**config.mk**
```make
export PLATFORM = sky130hd
export DESIGN_NAME = axi_line_fill_ctrl_flat
export DESIGN_NICKNAME = d
export VERILOG_FILES = /design/src/rtl/axi_line_fill_ctrl_if.sv /design/src/rtl/axi_line_fill_ctrl.sv /design/src/flat_wrapper.sv
export SDC_FILE = /design/constraint.sdc
export NUM_CORES = 1
export LEC_CHECK = 0
export ABC_AREA = 1
export CORE_AREA = 4 4 175 177
export CTS_BUF_LIST = sky130_fd_sc_hd__clkbuf_4 sky130_fd_sc_hd__clkbuf_8
export DETAILED_ROUTE_END_ITERATION = 16
export DIE_AREA = 0 0 179 181
export GPL_ROUTABILITY_DRIVEN = 0
export HOLD_SLACK_MARGIN = 0.1
export SLEW_MARGIN = 20
export SYNTH_ARGS = -nofsm -noshare
export SYNTH_HDL_FRONTEND = slang
export SYNTH_SLANG_ARGS = --single-unit
export TNS_END_PERCENT = 1
```
**constraint.sdc**
```tcl
create_clock -name clk -period 1.5 [get_ports clk]
set_clock_uncertainty 0.1 [all_clocks]
set_input_delay 0.3 -clock clk [delete_from_list [all_inputs] [get_ports clk]]
set_output_delay 0.3 -clock clk [all_outputs]
set_load 0.02 [all_outputs]
```
**src/rtl/axi_line_fill_ctrl_if.sv**
```systemverilog
// rtl/axi_line_fill_ctrl_if.sv - AXI4 master bus bundle for the line fill controller
//
// Purpose: groups the five AXI4 channels used by axi_line_fill_ctrl for a
// single-burst victim writeback followed by a single-burst line refill.
// Modports:
//   master - controller side: drives AW/W/AR payload and VALIDs, BREADY, RREADY
//   slave  - memory side: drives AWREADY, WREADY, ARREADY, B and R channels
interface axi_line_fill_ctrl_if #(
  parameter int AXI_ADDR_WIDTH = 32,
  parameter int AXI_DATA_WIDTH = 64,
  parameter int AXI_ID_WIDTH   = 4
);
  logic [AXI_ADDR_WIDTH-1:0]   awaddr;
  logic                        awvalid;
  logic                        awready;
  logic [AXI_ID_WIDTH-1:0]     awid;
  logic [7:0]                  awlen;
  logic [2:0]                  awsize;
  logic [1:0]                  awburst;

  logic [AXI_DATA_WIDTH-1:0]   wdata;
  logic [AXI_DATA_WIDTH/8-1:0] wstrb;
  logic                        wvalid;
  logic                        wlast;
  logic                        wready;

  logic                        bvalid;
  logic [1:0]                  bresp;
  logic                        bready;

  logic [AXI_ADDR_WIDTH-1:0]   araddr;
  logic                        arvalid;
  logic                        arready;
  logic [AXI_ID_WIDTH-1:0]     arid;
  logic [7:0]                  arlen;
  logic [2:0]                  arsize;
  logic [1:0]                  arburst;

  logic [AXI_DATA_WIDTH-1:0]   rdata;
  logic                        rvalid;
  logic                        rlast;
  logic [1:0]                  rresp;
  logic                        rready;

  modport master (
    output awaddr, awvalid, awid, awlen, awsize, awburst,
    output wdata, wstrb, wvalid, wlast,
    output bready,
    output araddr, arvalid, arid, arlen, arsize, arburst,
    output rready,
    input  awready, wready, bvalid, bresp, arready,
    input  rdata, rvalid, rlast, rresp
  );

  modport slave (
    input  awaddr, awvalid, awid, awlen, awsize, awburst,
    input  wdata, wstrb, wvalid, wlast,
    input  bready,
    input  araddr, arvalid, arid, arlen, arsize, arburst,
    input  rready,
    output awready, wready, bvalid, bresp, arready,
    output rdata, rvalid, rlast, rresp
  );
endinterface

```
**src/rtl/axi_line_fill_ctrl.sv**
```systemverilog
// rtl/axi_line_fill_ctrl.sv - cache line writeback/refill controller on AXI4
//
// Purpose: on a cache miss, optionally writes the dirty victim line back as one
// INCR burst, then refills the missing line as one INCR burst, forwarding each
// read beat to the cache and pulsing done (with err) at the end.
// Ports:
//   clk, rst_n                  clock, asynchronous active-low reset
//   miss_req/miss_ready         request handshake (accepted only while idle)
//   miss_addr, victim_addr      refill / writeback byte addresses (line-aligned here)
//   miss_dirty                  victim needs writeback before refill
//   wb_beat/wb_data             victim beat index out, beat data in (combinational)
//   fill_valid/fill_beat/fill_data  refill beat strobe, index, data
//   done, err                   end-of-operation pulse and accumulated error
//   m_axi                       AXI4 master channels
module axi_line_fill_ctrl #(
  parameter int AXI_ADDR_WIDTH = 32,
  parameter int AXI_DATA_WIDTH = 64,
  parameter int AXI_ID_WIDTH   = 4,
  parameter int LINE_BEATS     = 4
) (
  input  logic                      clk,
  input  logic                      rst_n,
  input  logic                      miss_req,
  output logic                      miss_ready,
  input  logic [AXI_ADDR_WIDTH-1:0] miss_addr,
  input  logic                      miss_dirty,
  input  logic [AXI_ADDR_WIDTH-1:0] victim_addr,
  output logic [3:0]                wb_beat,
  input  logic [AXI_DATA_WIDTH-1:0] wb_data,
  output logic                      fill_valid,
  output logic [3:0]                fill_beat,
  output logic [AXI_DATA_WIDTH-1:0] fill_data,
  output logic                      done,
  output logic                      err,
  axi_line_fill_ctrl_if.master      m_axi
);
  localparam logic [2:0] S_IDLE  = 3'd0;
  localparam logic [2:0] S_WB_AW = 3'd1;
  localparam logic [2:0] S_WB_W  = 3'd2;
  localparam logic [2:0] S_WB_B  = 3'd3;
  localparam logic [2:0] S_RF_AR = 3'd4;
  localparam logic [2:0] S_RF_R  = 3'd5;
  localparam logic [2:0] S_DONE  = 3'd6;

  // One line = LINE_BEATS beats of 8 bytes; the offset bits inside a line are dropped.
  localparam int                        OFF_BITS  = $clog2(LINE_BEATS * 8);
  localparam logic [AXI_ADDR_WIDTH-1:0] LINE_MASK = {AXI_ADDR_WIDTH{1'b1}} << OFF_BITS;
  localparam logic [3:0]                LAST_BEAT = 4'(LINE_BEATS - 1);
  localparam logic [7:0]                AX_LEN    = 8'(LINE_BEATS - 1);

  logic [2:0]                state;
  logic [3:0]                beat_cnt;
  logic [AXI_ADDR_WIDTH-1:0] wb_addr_q;
  logic [AXI_ADDR_WIDTH-1:0] rf_addr_q;
  logic                      err_q;
  logic                      last_beat;
  logic                      in_wb_w;
  logic                      in_rf_r;

  assign last_beat = (beat_cnt == LAST_BEAT);
  assign in_wb_w   = (state == S_WB_W);
  assign in_rf_r   = (state == S_RF_R);

  always_ff @(posedge clk or negedge rst_n) begin
    if (!rst_n) begin
      state     <= S_IDLE;
      beat_cnt  <= 4'd0;
      wb_addr_q <= '0;
      rf_addr_q <= '0;
      err_q     <= 1'b0;
    end else begin
      case (state)
        S_IDLE: begin
          if (miss_req) begin
            wb_addr_q <= victim_addr & LINE_MASK;
            rf_addr_q <= miss_addr & LINE_MASK;
            err_q     <= 1'b0;
            beat_cnt  <= 4'd0;
            state     <= miss_dirty ? S_WB_AW : S_RF_AR;
          end
        end
        S_WB_AW: begin
          if (m_axi.awready) state <= S_WB_W;
        end
        S_WB_W: begin
          if (m_axi.wready) begin
            if (last_beat) begin
              beat_cnt <= 4'd0;
              state    <= S_WB_B;
            end else begin
              beat_cnt <= beat_cnt + 4'd1;
            end
          end
        end
        S_WB_B: begin
          if (m_axi.bvalid) begin
            err_q <= err_q | (m_axi.bresp != 2'b00);
            state <= S_RF_AR;
          end
        end
        S_RF_AR: begin
          if (m_axi.arready) state <= S_RF_R;
        end
        S_RF_R: begin
          if (m_axi.rvalid) begin
            // The burst length is owned by the beat counter; RLAST only has
            // to agree with it, and any disagreement is reported, not obeyed.
            err_q <= err_q | (m_axi.rresp != 2'b00) | (m_axi.rlast != last_beat);
            if (last_beat) begin
              beat_cnt <= 4'd0;
              state    <= S_DONE;
            end else begin
              beat_cnt <= beat_cnt + 4'd1;
            end
          end
        end
        S_DONE:  state <= S_IDLE;
        default: state <= S_IDLE;
      endcase
    end
  end

  // Cache side
  assign miss_ready = (state == S_IDLE);
  assign wb_beat    = beat_cnt;
  assign fill_valid = in_rf_r & m_axi.rvalid;
  assign fill_beat  = beat_cnt;
  assign fill_data  = m_axi.rdata;
  assign done       = (state == S_DONE);
  assign err        = err_q;

  // Write address / data / response
  assign m_axi.awvalid = (state == S_WB_AW);
  assign m_axi.awaddr  = wb_addr_q;
  assign m_axi.awid    = {AXI_ID_WIDTH{1'b0}};
  assign m_axi.awlen   = AX_LEN;
  assign m_axi.awsize  = 3'd3;
  assign m_axi.awburst = 2'b01;
  assign m_axi.wvalid  = in_wb_w;
  assign m_axi.wdata   = wb_data;
  assign m_axi.wstrb   = {(AXI_DATA_WIDTH/8){1'b1}};
  assign m_axi.wlast   = in_wb_w & last_beat;
  assign m_axi.bready  = (state == S_WB_B);

  // Read address / data
  assign m_axi.arvalid = (state == S_RF_AR);
  assign m_axi.araddr  = rf_addr_q;
  assign m_axi.arid    = {AXI_ID_WIDTH{1'b0}};
  assign m_axi.arlen   = AX_LEN;
  assign m_axi.arsize  = 3'd3;
  assign m_axi.arburst = 2'b01;
  assign m_axi.rready  = in_rf_r;
endmodule

```
**src/flat_wrapper.sv**
```systemverilog
// flat-port wrapper written by rule: the top's interface ports become plain ports
module axi_line_fill_ctrl_flat 
#(
  parameter int AXI_ADDR_WIDTH = 32,
  parameter int AXI_DATA_WIDTH = 64,
  parameter int AXI_ID_WIDTH   = 4,
  parameter int LINE_BEATS     = 4
)
  (clk, rst_n, miss_req, miss_ready, miss_addr, miss_dirty, victim_addr, wb_beat, wb_data, fill_valid, fill_beat, fill_data, done, err, m_axi_awaddr, m_axi_awvalid, m_axi_awid, m_axi_awlen, m_axi_awsize, m_axi_awburst, m_axi_wdata, m_axi_wstrb, m_axi_wvalid, m_axi_wlast, m_axi_bready, m_axi_araddr, m_axi_arvalid, m_axi_arid, m_axi_arlen, m_axi_arsize, m_axi_arburst, m_axi_rready, m_axi_awready, m_axi_wready, m_axi_bvalid, m_axi_bresp, m_axi_arready, m_axi_rdata, m_axi_rvalid, m_axi_rlast, m_axi_rresp);
  axi_line_fill_ctrl_if #(.AXI_ADDR_WIDTH(AXI_ADDR_WIDTH), .AXI_DATA_WIDTH(AXI_DATA_WIDTH), .AXI_ID_WIDTH(AXI_ID_WIDTH)) m_axi_i ();
  input  logic clk;
  input  logic rst_n;
  input  logic miss_req;
  output logic miss_ready;
  input  logic [AXI_ADDR_WIDTH-1:0] miss_addr;
  input  logic miss_dirty;
  input  logic [AXI_ADDR_WIDTH-1:0] victim_addr;
  output logic [3:0] wb_beat;
  input  logic [AXI_DATA_WIDTH-1:0] wb_data;
  output logic fill_valid;
  output logic [3:0] fill_beat;
  output logic [AXI_DATA_WIDTH-1:0] fill_data;
  output logic done;
  output logic err;
  output wire logic [$bits(m_axi_i.awaddr)-1:0] m_axi_awaddr;
  output wire logic [$bits(m_axi_i.awvalid)-1:0] m_axi_awvalid;
  output wire logic [$bits(m_axi_i.awid)-1:0] m_axi_awid;
  output wire logic [$bits(m_axi_i.awlen)-1:0] m_axi_awlen;
  output wire logic [$bits(m_axi_i.awsize)-1:0] m_axi_awsize;
  output wire logic [$bits(m_axi_i.awburst)-1:0] m_axi_awburst;
  output wire logic [$bits(m_axi_i.wdata)-1:0] m_axi_wdata;
  output wire logic [$bits(m_axi_i.wstrb)-1:0] m_axi_wstrb;
  output wire logic [$bits(m_axi_i.wvalid)-1:0] m_axi_wvalid;
  output wire logic [$bits(m_axi_i.wlast)-1:0] m_axi_wlast;
  output wire logic [$bits(m_axi_i.bready)-1:0] m_axi_bready;
  output wire logic [$bits(m_axi_i.araddr)-1:0] m_axi_araddr;
  output wire logic [$bits(m_axi_i.arvalid)-1:0] m_axi_arvalid;
  output wire logic [$bits(m_axi_i.arid)-1:0] m_axi_arid;
  output wire logic [$bits(m_axi_i.arlen)-1:0] m_axi_arlen;
  output wire logic [$bits(m_axi_i.arsize)-1:0] m_axi_arsize;
  output wire logic [$bits(m_axi_i.arburst)-1:0] m_axi_arburst;
  output wire logic [$bits(m_axi_i.rready)-1:0] m_axi_rready;
  input wire logic [$bits(m_axi_i.awready)-1:0] m_axi_awready;
  input wire logic [$bits(m_axi_i.wready)-1:0] m_axi_wready;
  input wire logic [$bits(m_axi_i.bvalid)-1:0] m_axi_bvalid;
  input wire logic [$bits(m_axi_i.bresp)-1:0] m_axi_bresp;
  input wire logic [$bits(m_axi_i.arready)-1:0] m_axi_arready;
  input wire logic [$bits(m_axi_i.rdata)-1:0] m_axi_rdata;
  input wire logic [$bits(m_axi_i.rvalid)-1:0] m_axi_rvalid;
  input wire logic [$bits(m_axi_i.rlast)-1:0] m_axi_rlast;
  input wire logic [$bits(m_axi_i.rresp)-1:0] m_axi_rresp;
  assign m_axi_awaddr = m_axi_i.awaddr;
  assign m_axi_awvalid = m_axi_i.awvalid;
  assign m_axi_awid = m_axi_i.awid;
  assign m_axi_awlen = m_axi_i.awlen;
  assign m_axi_awsize = m_axi_i.awsize;
  assign m_axi_awburst = m_axi_i.awburst;
  assign m_axi_wdata = m_axi_i.wdata;
  assign m_axi_wstrb = m_axi_i.wstrb;
  assign m_axi_wvalid = m_axi_i.wvalid;
  assign m_axi_wlast = m_axi_i.wlast;
  assign m_axi_bready = m_axi_i.bready;
  assign m_axi_araddr = m_axi_i.araddr;
  assign m_axi_arvalid = m_axi_i.arvalid;
  assign m_axi_arid = m_axi_i.arid;
  assign m_axi_arlen = m_axi_i.arlen;
  assign m_axi_arsize = m_axi_i.arsize;
  assign m_axi_arburst = m_axi_i.arburst;
  assign m_axi_rready = m_axi_i.rready;
  assign m_axi_i.awready = m_axi_awready;
  assign m_axi_i.wready = m_axi_wready;
  assign m_axi_i.bvalid = m_axi_bvalid;
  assign m_axi_i.bresp = m_axi_bresp;
  assign m_axi_i.arready = m_axi_arready;
  assign m_axi_i.rdata = m_axi_rdata;
  assign m_axi_i.rvalid = m_axi_rvalid;
  assign m_axi_i.rlast = m_axi_rlast;
  assign m_axi_i.rresp = m_axi_rresp;
  axi_line_fill_ctrl #(.AXI_ADDR_WIDTH(AXI_ADDR_WIDTH), .AXI_DATA_WIDTH(AXI_DATA_WIDTH), .AXI_ID_WIDTH(AXI_ID_WIDTH), .LINE_BEATS(LINE_BEATS)) u_core (.clk(clk), .rst_n(rst_n), .miss_req(miss_req), .miss_ready(miss_ready), .miss_addr(miss_addr), .miss_dirty(miss_dirty), .victim_addr(victim_addr), .wb_beat(wb_beat), .wb_data(wb_data), .fill_valid(fill_valid), .fill_beat(fill_beat), .fill_data(fill_data), .done(done), .err(err), .m_axi(m_axi_i));
endmodule
```
Clock distribution:
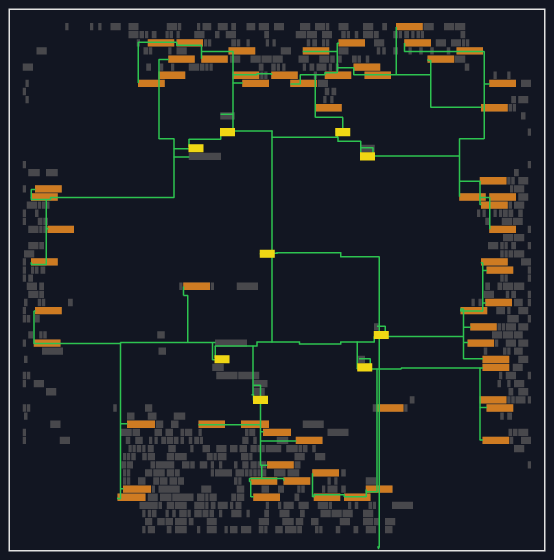
legend:
  flip-flops:
    color: orange
    count: 62
  clock-net drivers:
    color: yellow
    count: 9
  clock wires:
    color: green
    length: 1,410 um
routed clock nets: 10
flops lie: spread over the die
clock network power: 1.81 mW
clock latency on the worst-skew pair: 0.35 ns

The metal 2 layer:
The bar under the picture is 50 um long.
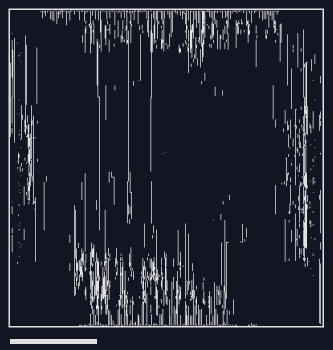
nets with wire on the layer: 608
longest straight run: 86.3 um
share of all routed wire: 45%
via count: 3,183
met2 Usage GRT: 11.5%

Power grid:
Pins as bars on the die edge. Tap cells in gray.
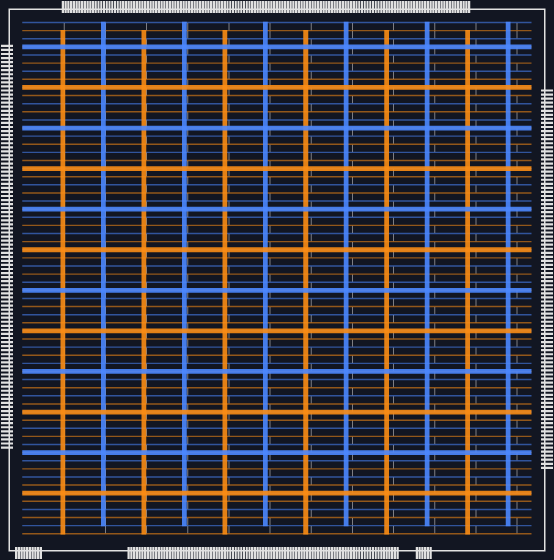
legend:
  VSS:
    color: orange
  VDD:
    color: blue
met1 rails: 64
rows: 63
signal pins: 458
die width: 179 um
total core area: 0.0292 sq mm

Placement by cell class:
The bar under the picture is 50 um long. Fill, decap, tap and diode cells in gray.
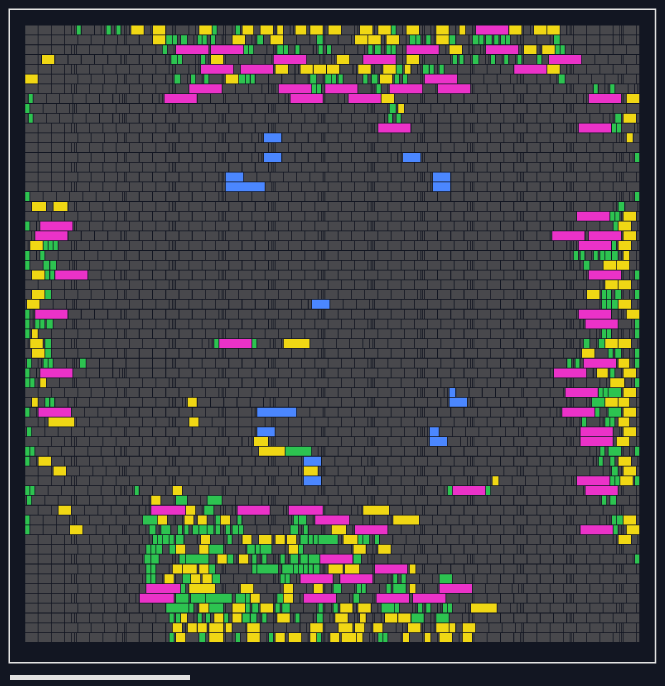
legend:
  remaining logic cells:
    color: green
    cells: 310
    share_of_their_area: 30%
  remaining buffers and delay cells:
    color: yellow
    cells: 182
    share_of_their_area: 34%
  clock drivers and dummy loads:
    color: blue
    cells: 16
    share_of_their_area: 4.8%
  sequential cells:
    color: magenta
    cells: 62
    share_of_their_area: 31%
design area: 0.00548 sq mm
final core utilization: 18.7%
num rows: 63
flop share of the area: 28.4%

==> GITHUB_STEP_SUMMARY <==
### Yosys + OpenROAD results

| Metric | Value |
|---|---|
| Outcome | `finished with violations` |
| Failing checks | `negative setup slack` |
| Synth area leader | `dfrtp_1` |
| Seq_cells | `62` |
| WL final | `12,900 um` |
| Post-route ant nets | `0` |
| Setup slack, reg-to-reg | `-0.16 ns` |
| Share of layout cells above drive strength 1 | `24.0%` |
| Drt wl/cell | `13.4 um` |
| # fillers | `3,299` |
| Vias per cell | `3.32` |
| RSZ-0062 raised after global routing | `true` |
| NonClk Buf Share | `31.1%` |
| Final std cells w/o fill | `960` |
| Met1 Track Usage GR | `8.14%` |
| Invs w/o clock | `15` |
| Final #Nets | `772` |
| Aoi/oai-family share of the synthesized area | `1.04%` |
| Final worst slack | `-0.297 ns` |
| Design Power | `10.5 mW` |
| First-pass GRT wire length | `18,500 um` |
| Met1 Wirelength | `4840 um` |
| Setup TNS | `-7.21 ns` |
| DP Worst Slack | `-0.451 ns` |
| Slew Viols, Final | `0` |
| Count leader, synth | `buf_4` |
| CTS resizes | `182` |
| Critical Path Start | `u_core.state[1]` |
| RR Startpoint | `u_core.state[0]` |
| Adder-cell area share of the yosys netlist | `0.290%` |
| Initial DRC Count | `64` |
| Final hold violation count | `0` |
| Flop+latch power | `2.86 mW` |
| Worst-path clk slew | `0.08 ns` |
| Tcrit/Tclk final | `120%` |
| DP Area | `0.00520 sq mm` |
| Top Layout Cells | `nand2_1 (137), clkdlybuf4s50_1 (65), dfrtp_1 (57)` |
| Syn_area_per_cell | `8.21 sq um` |
| Worst Path Buf+Inv | `2` |
| Num ports | `458` |
| Worst Reg-to-Reg Cells | `9` |
| Pin count of the biggest net entering global routing | `63` |
| Switching Fraction | `43.6%` |
| Pint | `5.92 mW` |
| Worst VDD drop | `0.577 mV` |
| TritonCTS clock tree | `yes` |
| Worst R2R End | `u_core.m_axi.araddr[26]` |
| Commonest flop | `dfrtp_1` |
| Yosys cell count | `526` |
| TritonCTS Sinks | `62` |
| GR Util All Layers | `7.64%` |
| Yosys warnings | `0` |
| Leak pwr | `2.68 nW` |
| Net Sw Power | `4.58 mW` |
| Top delay family on crit path | `flip-flops` |
| Worst-margin pin slew | `0.555 ns` |
| Met3 GRT Util | `4.12%` |
| Top power group | `combinational logic` |
| Worst path cell trace | `buf_12 -> nor3_1 -> buf_4` |
| Mux share | `0%` |
| Synth cell count leaders | `buf_4 (184), nand2_1 (140), dfrtp_1 (62)` |
| CP max stage cell | `dfrtp_2` |
| Finish-stage setup viols | `70` |
| Crit path DAT | `1.40 ns` |
| MaxCap Viol Count | `0` |
| CP startpoint kind | `flop` |
| Dominant cell area share | `35.9%` |
| Port-buffer cells | `139` |
| Hold path endpoint | `u_core.m_axi.araddr[11]` |
| Synth Seq Share | `35.9%` |
| Yosys stat area | `0.00432 sq mm` |
| Post-synthesis cell area | `0.00432 sq mm` |
| Max Used Layer | `met5` |
| GR peak layer | `met2` |
Power and IR drop assume default switching activity.
